==> config.mk <==
export PLATFORM = sky130hd
export DESIGN_NAME = fetch_unit
export DESIGN_NICKNAME = d
export VERILOG_FILES = /design/src/rtl/fetch_unit.sv
export SDC_FILE = /design/constraint.sdc
export NUM_CORES = 1
export LEC_CHECK = 0
export ABC_AREA = 1
export CAP_MARGIN = 25
export CELL_PAD_IN_SITES_DETAIL_PLACEMENT = 0
export CELL_PAD_IN_SITES_GLOBAL_PLACEMENT = 1
export CORE_AREA = 2 2 115 200
export CTS_BUF_LIST = sky130_fd_sc_hd__clkbuf_16
export CTS_CLUSTER_DIAMETER = 200
export DETAILED_ROUTE_END_ITERATION = 10
export DIE_AREA = 0 0 117 202
export GPL_ROUTABILITY_DRIVEN = 1
export PLACE_DENSITY_LB_ADDON = 0.1
export SLEW_MARGIN = 20
export SYNTH_ARGS = -nofsm -noshare
export SYNTH_HDL_FRONTEND = slang
export SYNTH_SLANG_ARGS = --single-unit
==> constraint.sdc <==
create_clock -name clk -period 4.4 [get_ports clk]
set_input_delay 1.32 -clock clk [delete_from_list [all_inputs] [get_ports clk]]
set_output_delay 1.32 -clock clk [all_outputs]
set_load 0.01 [all_outputs]
==> src/rtl/fetch_unit.sv <==
// Instruction fetch stage: PC sequencing, stall replay and redirect squash in front of a registered instruction memory.
// Optional FETCH_MISALIGN_EN halts on misaligned redirect targets; by default targets are word-aligned silently.
module fetch_unit #(
    parameter logic [31:0] RESET_PC = 32'h0000_0000
) (
    input  logic        clk,
    input  logic        rst,
    input  logic        stall,
    input  logic        redirect,
    input  logic [31:0] redirect_pc,
    output logic [31:0] inst_addr,
    input  logic [31:0] inst,
    output logic [31:0] id_inst,
    output logic [31:0] id_pc,
    output logic [31:0] id_pc4,
    output logic        id_valid,
    output logic        fetch_misalign
);

    typedef enum logic [1:0] {BOOT, RUN, HALT} state_t;

    state_t      state_q;
    logic [31:0] pc_q;
    logic [31:0] mem_pc_q;
    logic        mem_valid_q;
    logic [31:0] redirect_target;
    logic        redirect_bad;

    assign redirect_target = redirect_pc & 32'hFFFF_FFFC;

`ifdef FETCH_MISALIGN_EN
    logic misalign_q;

    assign redirect_bad   = |redirect_pc[1:0];
    assign fetch_misalign = misalign_q;

    always_ff @(posedge clk or posedge rst) begin
        if (rst) begin
            misalign_q <= 1'b0;
        end else if (state_q != HALT && redirect && redirect_bad) begin
            misalign_q <= 1'b1;
        end
    end
`else
    assign redirect_bad   = 1'b0;
    assign fetch_misalign = 1'b0;
`endif

    // While stalled, re-present the address of the word already on inst so memory keeps returning it.
    assign inst_addr = (stall && !redirect && state_q != HALT) ? mem_pc_q : pc_q;
    assign id_pc4    = id_pc + 32'd4;

    always_ff @(posedge clk or posedge rst) begin
        if (rst) begin
            state_q     <= BOOT;
            pc_q        <= RESET_PC;
            mem_pc_q    <= RESET_PC;
            mem_valid_q <= 1'b0;
            id_inst     <= 32'h0;
            id_pc       <= 32'h0;
            id_valid    <= 1'b0;
        end else begin
            case (state_q)
                HALT: ;
                default: begin
                    if (redirect) begin
                        id_valid    <= 1'b0;
                        mem_valid_q <= 1'b0;
                        if (redirect_bad) begin
                            state_q <= HALT;
                        end else begin
                            pc_q <= redirect_target;
                        end
                    end else if (!stall) begin
                        id_inst     <= inst;
                        id_pc       <= mem_pc_q;
                        id_valid    <= mem_valid_q;
                        mem_pc_q    <= pc_q;
                        mem_valid_q <= 1'b1;
                        pc_q        <= pc_q + 32'd4;
                        state_q     <= RUN;
                    end
                end
            endcase
        end
    end

endmodule

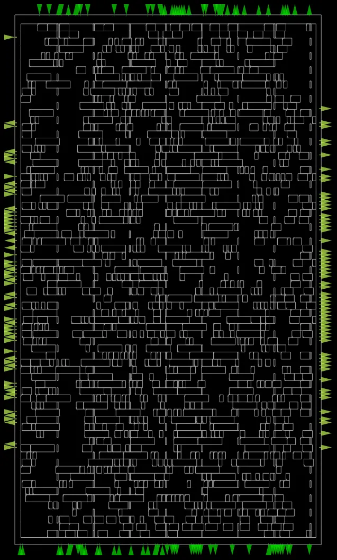
placement.png
Fillers: 2,344
Post-Route Utilization: 43.56%
Seq area share: 32.27%
row count: 72
Tapcell Cnt: 296

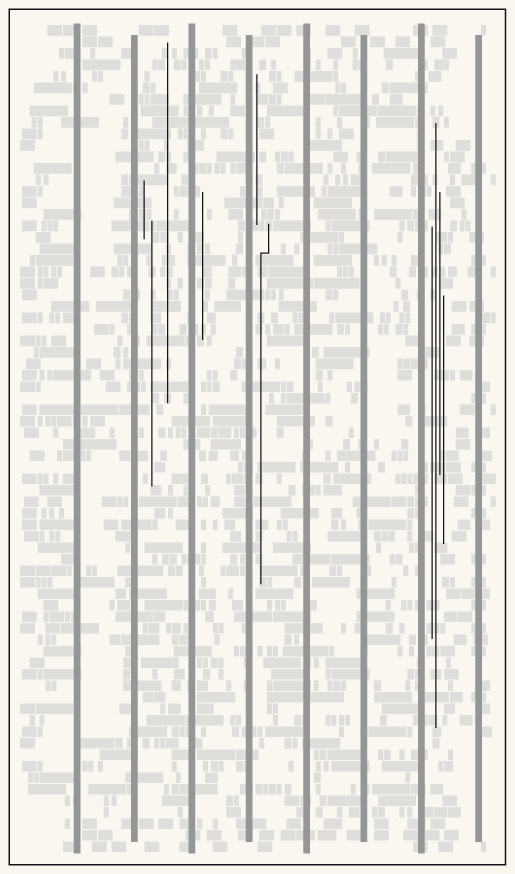
layer_met4.png
Supply wires on this layer in grey.
- longest straight run: 143 um
- nets with wire on the layer: 9
- share of all routed wire: 3.0%
- wire length on this layer: 683 um

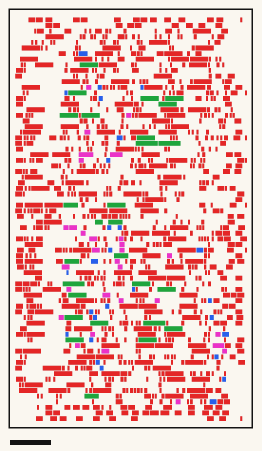
sizes.png
The bar under the picture is 20 um long.
- green: _6 and larger (cells 27; most used clkbuf_16)
- blue: _2 cells (cells 27; most used nor2_2)
- red: _0 and _1 cells (cells 1,014; most used nand2_1)
- magenta: _3 and _4 cells (cells 30; most used buf_4)

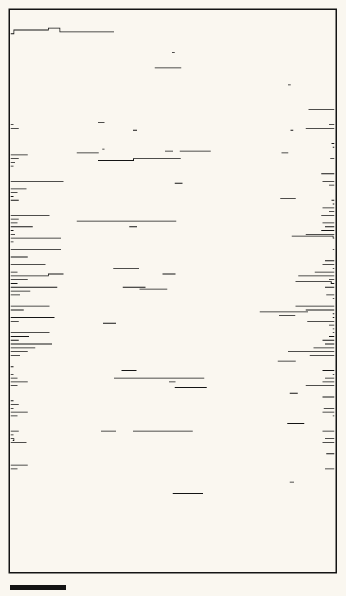
layer_met3.png
The bar under the picture is 20 um long.
- main direction: horizontal
- longest straight run: 35.4 um
- wire length on this layer: 878 um
- share of all routed wire: 3.8%
- nets with wire on the layer: 130
via count of the routed design: 6,316
wire length reported by the detailed router: 22,940 um

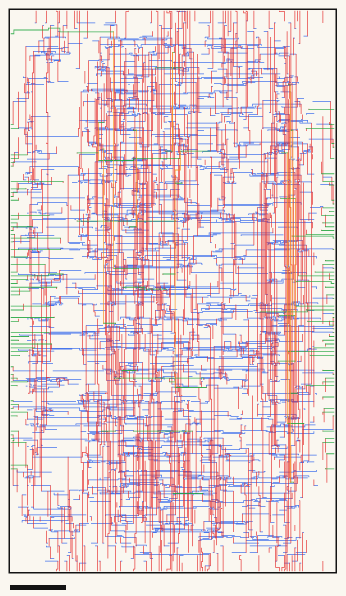
wires.png
The bar under the picture is 20 um long.
- green: metal 3 (wire length 878 um)
- orange: metal 4 (wire length 683 um)
- blue: metal 1 (wire length 8,810 um)
- red: metal 2 (wire length 12,600 um)

==> out/metrics.yaml <==
run_status:
  status: "complete, no violations"
detailed_routing:
  detail_route.first_pass.iterations: 4
  detail_route.vias_per_cell: 4.531
synthesis:
  synth_area_leader_cell: "sky130_fd_sc_hd__dfrtp_1"
  ff_type: "sky130_fd_sc_hd__dfrtp_1"
  area_leaders: "sky130_fd_sc_hd__dfrtp_1 46%, sky130_fd_sc_hd__nand2_1 18%, sky130_fd_sc_hd__o21ai_0 6.3%"
  synth_largest_type_area_fraction_pct: 46.14
  yosysChipArea_um2: 6725
  post-synth-top-count-cell: "sky130_fd_sc_hd__nand2_1"
global_route:
  first_global_vias: 6458
  global_route_wire_length_before_repair_um: 35820
min_path:
  worstHoldPathCells: 2
die:
  core_util_floorplan_pct: 30.47
  die_w_um: 117
setup_path:
  rr_startpoint: "pc_q[3]"
  critPathArrivalTime_ps: 2980
  critical_path.startpoint_type: "input pin"
  crit_path_max_incr_delay_ps: 570
  ff2ff_setup_slack_ps: 2590
cts:
  cts_buffer_depth: 2
  latest_clock_arrival_within_the_worst_skew_pair_ps: 420
  clock_root_cell: "sky130_fd_sc_hd__clkbuf_16"
  cts_hold_repair.buffers: 0
  cts_htree_levels: 4
final_timing:
  post-route-period-util_pct: 97.81
  max_freq_mhz: 232.4
  final-max-slew-violation-count: 0
  rsz0062_at_grt: "no"
power_and_ir_drop:
  switching_part_of_the_total_pct: 29.60
cells_and_area:
  multiInputGateArea_um2: 3100
==> metrics by stage <==
step                      worst slack [ps]  cell area [um^2]  TNS [ps]  std cells  power (uW)
after floorplan                      876.9              6751         0        902        1889
after global placement              -118.6              8975     -1434       1360        2460
after detailed placement            -113.9              8975     -1509       1360        2464
after CTS                            6.001              9604         0       1394        3936
after global routing                 1.326              9614         0       1394        4099
final                                96.36              9614         0       1394        3874
==> sequential cells by signal (all words and copies together) (netlist names) <==
register	cells
id_inst	32
id_pc	30
mem_pc_q	30
pc_q	30
id_valid	1
mem_valid_q	1
==> worst max path at each step <==
stage / slack (ps) / startpoint / end / cells past startpoint
2_1_floorplan: 880 / stall / inst_addr[12] / 6
3_3_place_gp: -120 / stall / inst_addr[4] / 6
3_5_place_dp: -110 / stall / inst_addr[22] / 7
4_1_cts: 6 / redirect / inst_addr[4] / 7
5_1_grt: 1 / redirect / inst_addr[10] / 6
6_report: 100 / redirect / inst_addr[13] / 6
==> metal layers <==
| metal | up-vias | track usage [%] |
|---|---|---|
| li1 | 3216 | - |
| met1 | 2910 | 22.53 |
| met2 | 164 | 37.08 |
| met3 | 26 | 3.358 |
| met4 | 0 | 8.193 |
| met5 | - | 0 |
==> area by class of cell <==
| class | count | share of cell area (%) |
|---|---|---|
| clock buffers | 17 | 4.425 |
| multi-input cells | 646 | 32.25 |
| inverters | 88 | 3.514 |
| flip-flops and latches | 124 | 32.27 |
| well taps | 296 | 3.852 |
| repair buffers | 208 | 21.79 |
| clock inverters | 15 | 1.900 |
==> cells in the final DEF (no fill, tap or decap), types with 5 or more instances in the layout <==
master                            instances
sky130_fd_sc_hd__nand2_1                316
sky130_fd_sc_hd__clkbuf_16               17
sky130_fd_sc_hd__nor3_1                  21
sky130_fd_sc_hd__nor2_2                   9
sky130_fd_sc_hd__buf_4                   15
sky130_fd_sc_hd__nor2_1                  60
sky130_fd_sc_hd__conb_1                   7
sky130_fd_sc_hd__nand3_1                 54
sky130_fd_sc_hd__o21ai_0                 85
sky130_fd_sc_hd__dfrtp_1                124
sky130_fd_sc_hd__clkdlybuf4s50_1        183
sky130_fd_sc_hd__inv_1                   87
sky130_fd_sc_hd__clkinvlp_4               5
sky130_fd_sc_hd__nand4_1                 10
sky130_fd_sc_hd__o2111ai_1                5
sky130_fd_sc_hd__nand2_2                  7
sky130_fd_sc_hd__o211ai_1                 8
sky130_fd_sc_hd__nor2_4                   6
sky130_fd_sc_hd__nand3b_1                 5
sky130_fd_sc_hd__xor2_1                  25
==> logic make-up after synthesis <==
| group | Yosys count | synth area share, % |
|---|---|---|
| AOI/OAI and AO/OA | 111 | 9.247 |
| adders and majority gates | 2 | 0.3720 |
| other | 1 | 0.05576 |
| buffers and inverters | 132 | 8.279 |
| and+or+nand+nor | 498 | 32.26 |
| DFF | 124 | 46.14 |
| xor gates and xnor gates | 28 | 3.647 |
==> power groups by stage <==
stage / logic (uW) / registers (uW) / clock network [uW]
final: 948 / 1480 / 1450
after global routing: 1060 / 1510 / 1530
after CTS: 970 / 1480 / 1490
after global placement: 958 / 1500 / 0
after floorplan: 401 / 1490 / 0
after detailed placement: 964 / 1500 / 0
No activity file was given, so power comes from the tool's default toggle rates.
